$ cat config.mk
export PLATFORM = sky130hd
export DESIGN_NAME = spike_counter_bank
export DESIGN_NICKNAME = d
export VERILOG_FILES = /design/src/rtl/spike_counter_bank.sv
export SDC_FILE = /design/constraint.sdc
export NUM_CORES = 1
export LEC_CHECK = 0
export ABC_AREA = 0
export CORE_ASPECT_RATIO = 1.1
export CORE_MARGIN = 10
export CORE_UTILIZATION = 44
export DETAILED_ROUTE_END_ITERATION = 8
export GPL_ROUTABILITY_DRIVEN = 0
export PLACE_DENSITY_LB_ADDON = 0.08
export SLEW_MARGIN = 10
export SYNTH_ARGS = -nofsm -noshare
export SYNTH_HDL_FRONTEND = slang
export SYNTH_SLANG_ARGS = --single-unit
$ cat constraint.sdc
create_clock -name clk_i -period 3.69 [get_ports clk_i]
set_input_delay 0.9225 -clock clk_i [delete_from_list [all_inputs] [get_ports clk_i]]
set_output_delay 0.9225 -clock clk_i [all_outputs]
set_load 0.1 [all_outputs]
$ cat src/rtl/spike_counter_bank.sv
// Per-class spike counter bank: accumulates ten spike bits over a fixed window of timesteps.
// Latency: counts valid one cycle after the final step; HOLD stalls until ready_i handshake.
// Backpressure: valid_o/count_o held stable until ready_i; define SPIKE_COUNT_SAT_EN for saturating counters.
module spike_counter_bank #(
    parameter int WIDTH_P      = 8,
    parameter int WINDOW_LEN_P = 100
) (
    input  logic                   clk_i,
    input  logic                   rst_ni,
    input  logic                   start_i,
    input  logic                   step_i,
    input  logic [9:0]             spikes_i,
    output logic [10*WIDTH_P-1:0]  count_o,
    output logic                   valid_o,
    input  logic                   ready_i,
    output logic                   busy_o
);

    localparam int StepW = $clog2(WINDOW_LEN_P + 1);
    localparam logic [StepW-1:0] LastStep = StepW'(WINDOW_LEN_P - 1);

    typedef enum logic [1:0] {
        IDLE,
        COUNT,
        HOLD
    } state_e;

    state_e                     state_q;
    logic [StepW-1:0]           step_q;
    logic [9:0][WIDTH_P-1:0]    count_q;
    logic [9:0][WIDTH_P-1:0]    count_d;
    logic                       valid_q;
    logic                       busy_q;

    always_comb begin
        count_d = count_q;
        for (int k = 0; k < 10; k++) begin
            if (spikes_i[k]) begin
`ifdef SPIKE_COUNT_SAT_EN
                if (count_q[k] != {WIDTH_P{1'b1}}) begin
                    count_d[k] = count_q[k] + WIDTH_P'(1);
                end
`else
                count_d[k] = count_q[k] + WIDTH_P'(1);
`endif
            end
        end
    end

    always_ff @(posedge clk_i or negedge rst_ni) begin
        if (!rst_ni) begin
            state_q <= IDLE;
            step_q  <= '0;
            count_q <= '0;
            valid_q <= 1'b0;
            busy_q  <= 1'b0;
        end else begin
            case (state_q)
                IDLE: begin
                    if (start_i) begin
                        count_q <= '0;
                        step_q  <= '0;
                        busy_q  <= 1'b1;
                        state_q <= COUNT;
                    end
                end
                COUNT: begin
                    if (step_i) begin
                        count_q <= count_d;
                        step_q  <= step_q + StepW'(1);
                        // The final step is counted in the same edge that closes the window.
                        if (step_q == LastStep) begin
                            busy_q  <= 1'b0;
                            valid_q <= 1'b1;
                            state_q <= HOLD;
                        end
                    end
                end
                HOLD: begin
                    if (ready_i) begin
                        valid_q <= 1'b0;
                        state_q <= IDLE;
                    end
                end
                default: begin
                    valid_q <= 1'b0;
                    busy_q  <= 1'b0;
                    state_q <= IDLE;
                end
            endcase
        end
    end

    assign count_o = count_q;
    assign valid_o = valid_q;
    assign busy_o  = busy_q;

endmodule

==> deck_impl_summary.md, run 1 <==
Run Summary

Worst hold path
  – Worst min-delay path startpoint: count_o[36]

Clock tree
  – CTS H-Tree Depth: 3

Synth
  – Distinct lib cells: a little under 50
  – Mean area per synthesized cell: ~9.5 µm²
  – Top cells, area: dfrtp_1 (44%), mux2i_1 (6.6%), nand2_1 (5.3%)

Placement
  – Buffers on Ports: approximately 96
  – Placed Instances: 768
  – Post-detail-place hpwl: ~9000 µm

Job
  – OpenROAD warnings: 26

STA
  – Measured slew at the worst slew-check pin: ~0.98 ns
  – Worst slew margin: a little over a third
  – Final Hold Vio Count: 0
  – Pins over their slew limit: 0
  – Max Fclk: ~0.36 GHz

Pwr
  – Pleak: roughly 2.8 nW
  – Power per Cell Area: slightly above 800 nW/µm²
  – Sw power: about 0.0029 W

Final layout
  – Cell area after layout: approximately 6300 µm²
  – Diodes inserted: 0
  – # fillers: between 1k and 1.5k
  – Logic area: between 2000 and 3000 µm²
  – Clkbuf count: 11

Die
  – Fp_density: 45.0%

Status
  – Status: completed

Worst setup path
  – Req. time, crit path: approximately 2.8 ns
  – Crit-path max cell delay: 1.15 ns
  – Slowest CP cell: clkdlybuf4s50_1
  – Reg2Reg Launch Point: state_q[0]
  – Cell breakdown of the critical path: clkdlybuf4s50_1
  – R2R Setup Slk: 1.35 ns
run 1: cell usage in the layout (no fill, tap or decap), types with 3 or more instances in the layout:
cell	synthesis	layout
a2111oi_0	11	11
a211oi_1	11	11
a211oi_2	4	4
a21o_1	4	4
a21oi_1	20	20
a22o_1	3	3
a22oi_1	4	4
a2bb2oi_1	3	3
buf_4	4	88
clkbuf_16	0	9
clkdlybuf4s50_1	0	20
clkinv_2	0	3
dfrtp_1	91	91
ha_1	11	11
inv_1	20	20
mux2_2	6	6
mux2i_1	34	34
nand2_1	73	73
nand2b_1	30	30
nand3_1	53	53
nand4_1	15	15
nand4b_1	13	13
nor2_1	7	7
nor3_1	4	4
o211ai_1	13	13
o21ai_0	26	26
o31ai_1	3	3
or3_1	7	7
or4_1	15	15
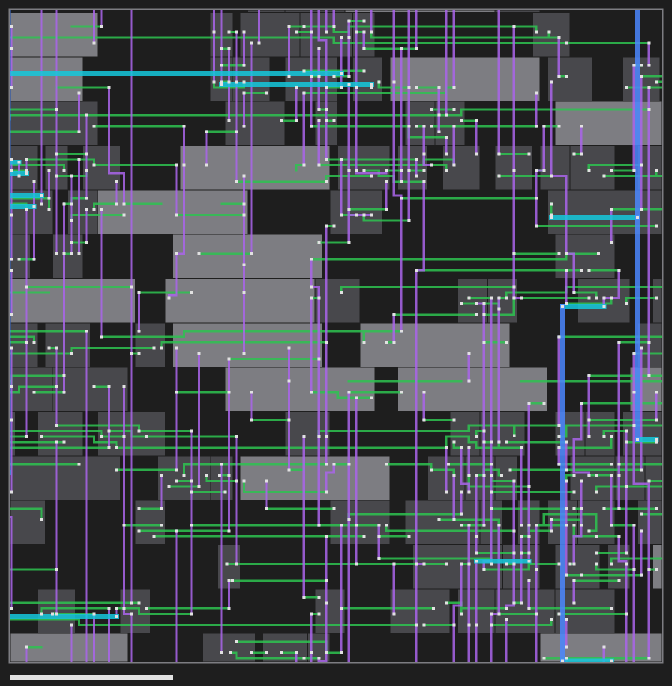
run_1/detail.png
Scale bar: 10 µm. Region (42, 20) to (82, 60) µm. Cells in gray, sequential cells in the stronger gray; small squares are vias.
legend:
  metal 1:
    color: green
  metal 3:
    color: cyan
  metal 2:
    color: purple
  metal 4:
    color: blue
cells with their middle in the window: 96
netlist names of flops here include: count_o (9), step_q (3), state_q (2)
most frequent: dfrtp_1 (15), nand2_1 (8), a21oi_1 (7)
sequential cells in the window: 15

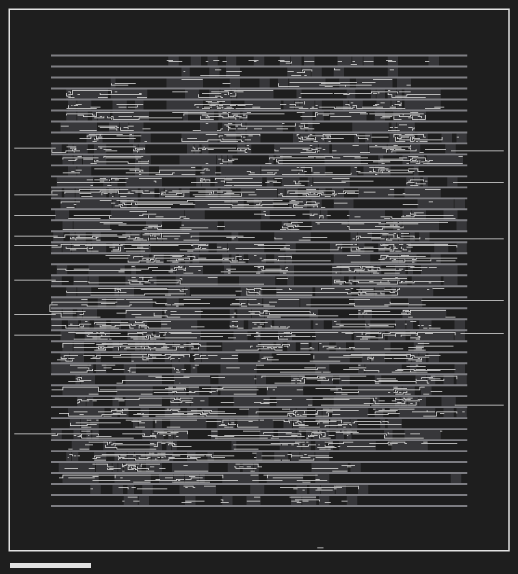
run_1/layer_met1.png
Scale bar: 20 µm. Supply wires on this layer in gray. Cells faint in the background.
longest straight run: 39.6 µm
share of all routed wire: 45%
main direction: horizontal
wire length on this layer: 6,060 µm
nets with wire on the layer: 567

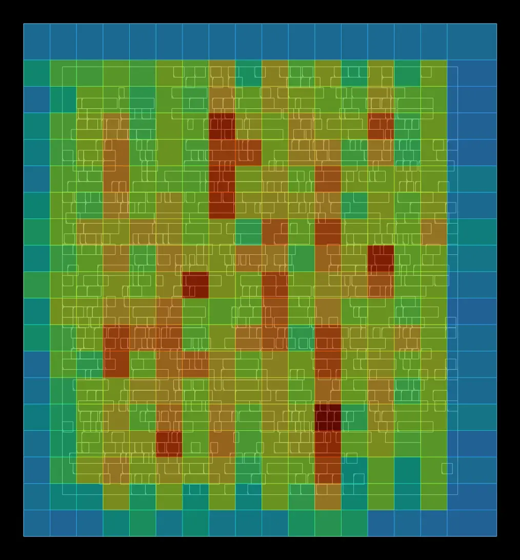
run_1/congestion.png
gr usage total: 16.4%
met1 GRT Util: 21.9%
grt met2 use: 25.0%
met3 usage: 3.89%

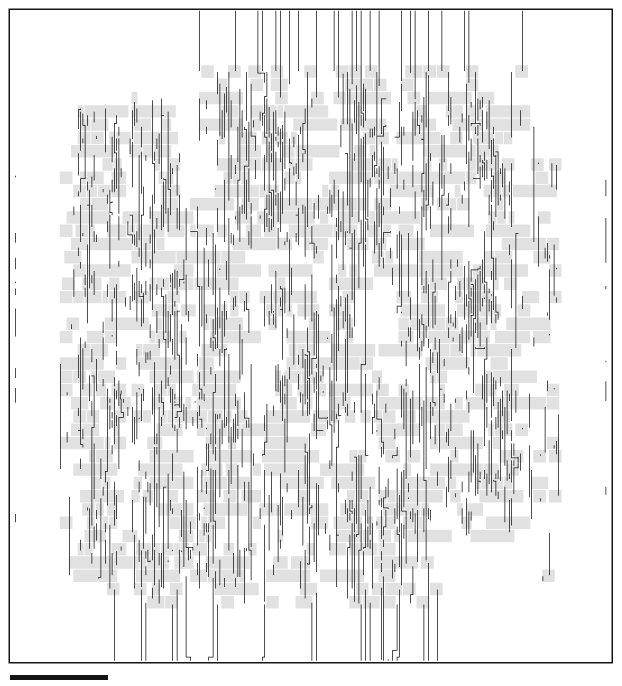
run_1/layer_met2.png
Scale bar: 20 µm. Cells faint in the background.
wire length on this layer: 6,230 µm
longest straight run: 37.4 µm
nets with wire on the layer: 549
share of all routed wire: 47%
main direction: vertical

run_1/sizes.png
Scale bar: 20 µm.
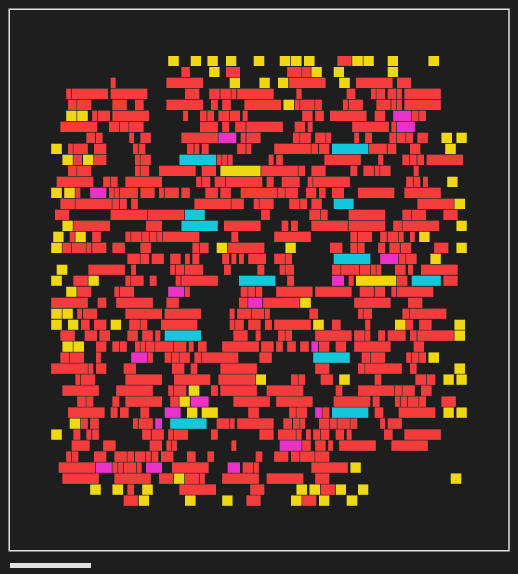

## Run 2: what changed since run 1
- clock period: 3.69 -> 2.3 ns (I/O delays scaled with it)
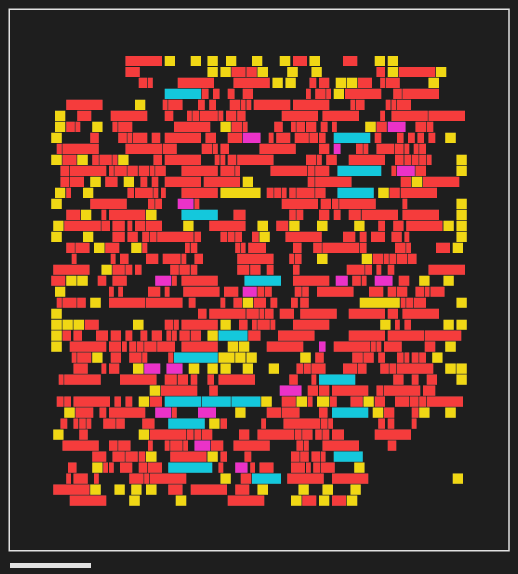
run_2/sizes.png
Scale bar: 20 µm.
legend:
  _2 cells:
    color: magenta
    cells: 17
  _3 and _4 cells:
    color: yellow
    cells: 138
  _6 and larger:
    color: cyan
    cells: 17
  _0 and _1 cells:
    color: red
    cells: 504

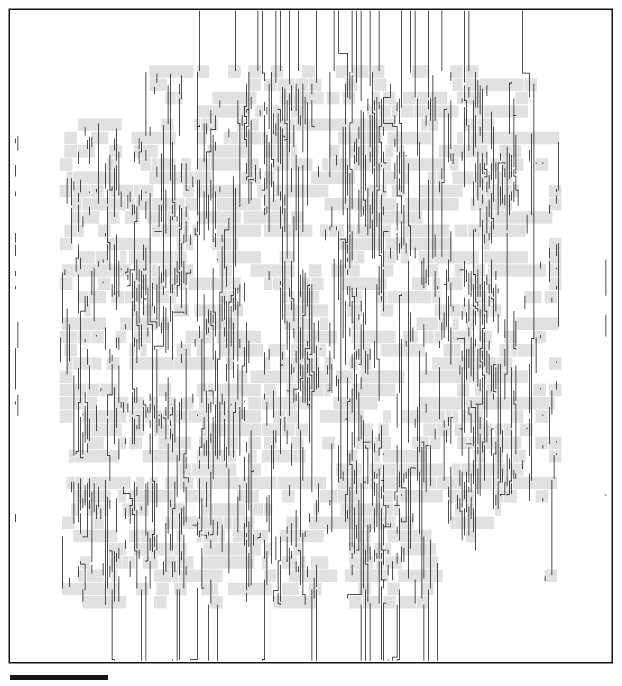
run_2/layer_met2.png
Scale bar: 20 µm. Cells faint in the background.
longest straight run: 52.2 µm
share of all routed wire: 50%
nets with wire on the layer: 607
wire length on this layer: 6,970 µm
main direction: vertical

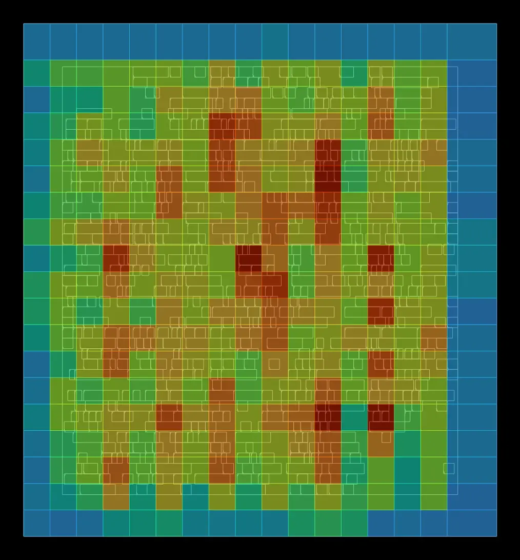
run_2/congestion.png
global routing's busiest layer: met2
grt met2 use: 28.3%
fin util: 58.9%

==> run 2 against run 1 <==
Net effect:
- sequential share of layout area down 2.2 points
- register-to-register slack worse by 0.95 ns
- count of clock-buffer cells in the layout decreased by 2
- first-iteration DRC count is 21% higher
- utilization increased by 3.7 points
- largest cell class unchanged
==> deck_impl_summary.md, run 2 <==
Run Summary

STA
  – Worst slew margin: 59.4% (+25 points)
  – Max Fclk: 0.499 GHz
  – Pins over their slew limit: 0 (unchanged)
  – Measured slew at the worst slew-check pin: 0.593 ns (-0.383 ns)

Synth
  – Distinct lib cells: 49 (unchanged)
  – Mean area per synthesized cell: 9.50 µm² (unchanged)
  – Top cells, area: dfrtp_1 (44%), mux2i_1 (6.6%), nand2_1 (5.3%)

Worst setup path
  – Req. time, crit path: 2.56 ns (-0.21 ns)
  – Reg2Reg Launch Point: state_q[0]
  – R2R Setup Slk: 0.40 ns (-0.95 ns)

Final layout
  – # fillers: 1,001 (-6.4%)
  – Most instantiated logic cells after routing: buf_4 (133), dfrtp_1 (91), nand2_1 (73)
  – Clkbuf count: 9 (-2)
  – Cell area after layout: 6770 µm² (+6.6%)
  – Commonest Layout Cell: buf_4
  – Logic area: 2660 µm² (unchanged)

Placement
  – Placed Instances: 810 (+5.5%)

Clock tree
  – CTS H-Tree Depth: 3 (unchanged)

Pwr
  – Pleak: 3.04 nW (+9.3%)
  – Power per Cell Area: 1300 nW/µm² (+57%)

GRT
  – Gr usage total: 17.3% (+0.92 points)
  – Met1 GRT Util: 21.7% (-0.17 points)
  – Met3 usage: 4.52% (+0.63 points)

Die
  – Fp_density: 45.0% (unchanged)

Status
  – Status: completed

Job
  – OpenROAD warnings: 26 (unchanged)
[run 2: cell families (layout without fill, tap and decap cells)]
kind of cell	count (synthesis)	in the layout	synth area share, %
flops	91	91	44.1
compound gates	115	115	16.3
buf+inv	55	187	4.65
fa+ha+maj	11	11	2.66
mux	40	40	7.89
simple gates	232	232	24.5
[run 2: power by group]
| group | internal (W) | leakage (nW) | switching, W |
|---|---|---|---|
| combinational | 0.000962 | 1.72 | 0.00347 |
| sequential | 0.00202 | 1.16 | 0.000637 |
| clock | 0.00106 | 0.165 | 0.000651 |
| total | 0.00404 | 3.04 | 0.00476 |
[run 2: critical path, stage by stage]
cell and delay, ns:
clkdlybuf4s50_1 0.55, or3b_4 0.42, buf_4 0.19, a2111oi_4 0.31, mux2i_1 0.22
run_2/layer_met1.png
Scale bar: 20 µm. Supply wires on this layer in gray. Cells faint in the background.
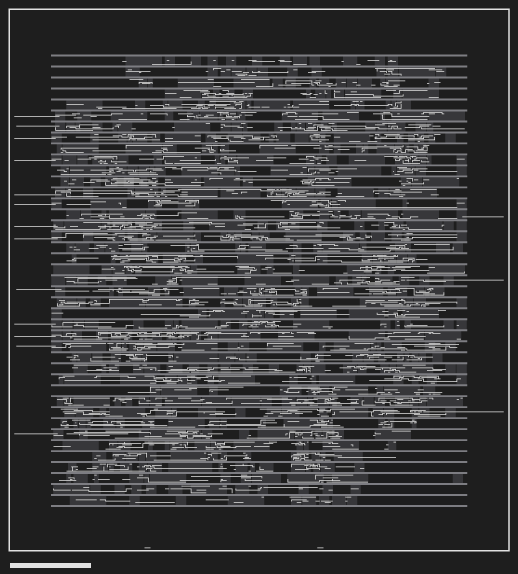

## Run 3: what changed since run 2
- CORE_ASPECT_RATIO: 1.1 -> 0.6
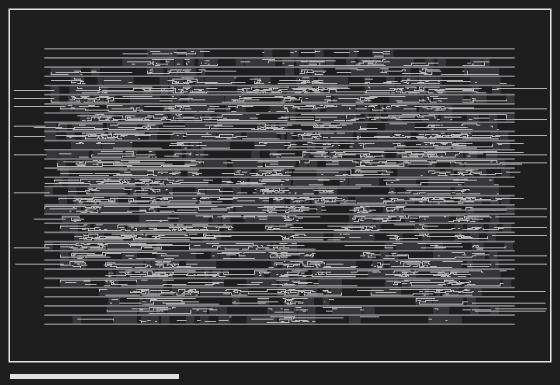
run_3/layer_met1.png
Scale bar: 50 µm. Supply wires on this layer in gray. Cells faint in the background.
longest straight run: 30.4 µm
wire length on this layer: 7,430 µm
main direction: horizontal
share of all routed wire: 51%
nets with wire on the layer: 620

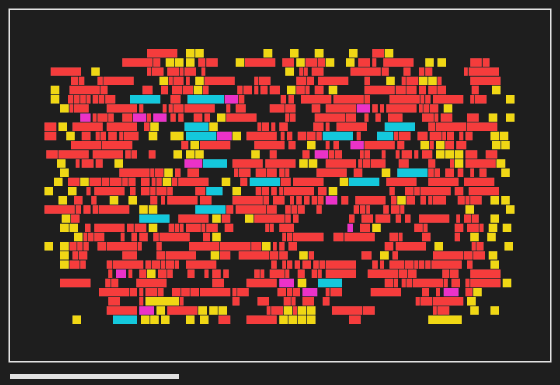
run_3/sizes.png
Scale bar: 50 µm.
legend:
  _6 and larger:
    color: cyan
    cells: 16
  _0 and _1 cells:
    color: red
    cells: 506
  _3 and _4 cells:
    color: yellow
    cells: 138
  _2 cells:
    color: magenta
    cells: 16

==> run 3 against run 2 <==
Net effect:
- synthesized area unchanged
- largest cell class unchanged
- routed wire length grew 3.4%
- critical path depth increased by 1
- via count grew 0.72%
- count of clock-buffer cells in the layout grew 4
- clock skew decreased by 0.0017 ns
- design area shrank 0.57%
- register-to-register slack worse by 0.09 ns
- total power fell by 1.9%
- sequential share of layout area rose by 0.19 points
- fmax fell by 8.3%
==> deck_impl_summary.md, run 3 <==
Run Summary

Status
  – Status: completed

Final layout
  – Cell area after layout: 6730 µm² (-0.57%)
  – Most instantiated logic cells after routing: buf_4 (135), dfrtp_1 (91), nand2_1 (73)
  – Commonest Layout Cell: buf_4

Synth
  – Mean area per synthesized cell: 9.50 µm² (unchanged)
  – XORs/XNORs by Area: 0% (unchanged)
  – Distinct lib cells: 49 (unchanged)
  – Aoi share: 16.3% (unchanged)
  – Top cells, area: dfrtp_1 (44%), mux2i_1 (6.6%), nand2_1 (5.3%)

GRT
  – Met1 GRT Util: 25.4% (+3.6 points)
  – Global routing's busiest layer: met1

Worst setup path
  – Cell breakdown of the critical path: clkdlybuf4s50_1, buf_12, nand3_1, a2111oi_0, buf_4, mux2i_1
  – Crit-path max cell delay: 0.55 ns (about the same)

Pwr
  – Sequential share of power: 31.0% (+0.8 points)
  – Clk. pwr: 0.00151 W (-10%)
  – Top power group: combinational cells
  – Clock share of power: 17.4% (-2.0 points)

STA
  – Measured slew at the worst slew-check pin: 0.517 ns (-0.0759 ns)
  – Pins over their slew limit: 0 (unchanged)

Die
  – Fp_density: 45.4% (+0.47 points)
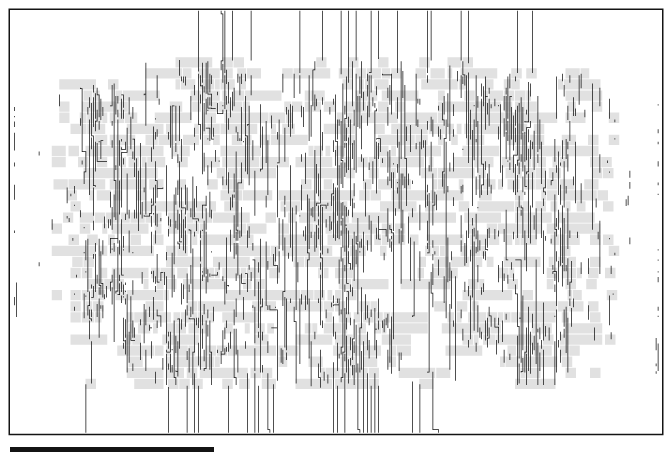
run_3/layer_met2.png
Scale bar: 50 µm. Cells faint in the background.
DR vias: 4,744
total wire length: 14,500 µm
grt met2 use: 24.0%

-- run 3: cell counts after synthesis --
No cell type changed its count.
-- run 3: final timing paths --
path                              from  cells past startpoint  slack, ns     endpoint
setup / recovery                step_i                      6       0.12  count_o[62]
hold / removal                  rst_ni                      1       0.17  count_o[14]
setup reg to reg            state_q[0]                      5       0.31  count_o[62]
hold reg to reg            count_o[36]                      1       0.54  count_o[36]
max in group asynchronous       rst_ni                      2       1.53  count_o[70]
min in group clk_i         count_o[36]                      1       0.54  count_o[36]
-- run 3: cell type report --
cell class              count  area [µm²]  area share, %
multi-input cells         398        2660           39.5
clock inverters             2        35.0          0.521
inverters                  20        75.1           1.12
repair buffers            152        1220           18.2
clock buffers              13         260           3.87
flip-flops and latches     91        2280           33.8
well taps                 160         200           2.98
No activity file was given, so power comes from the tool's default toggle rates.
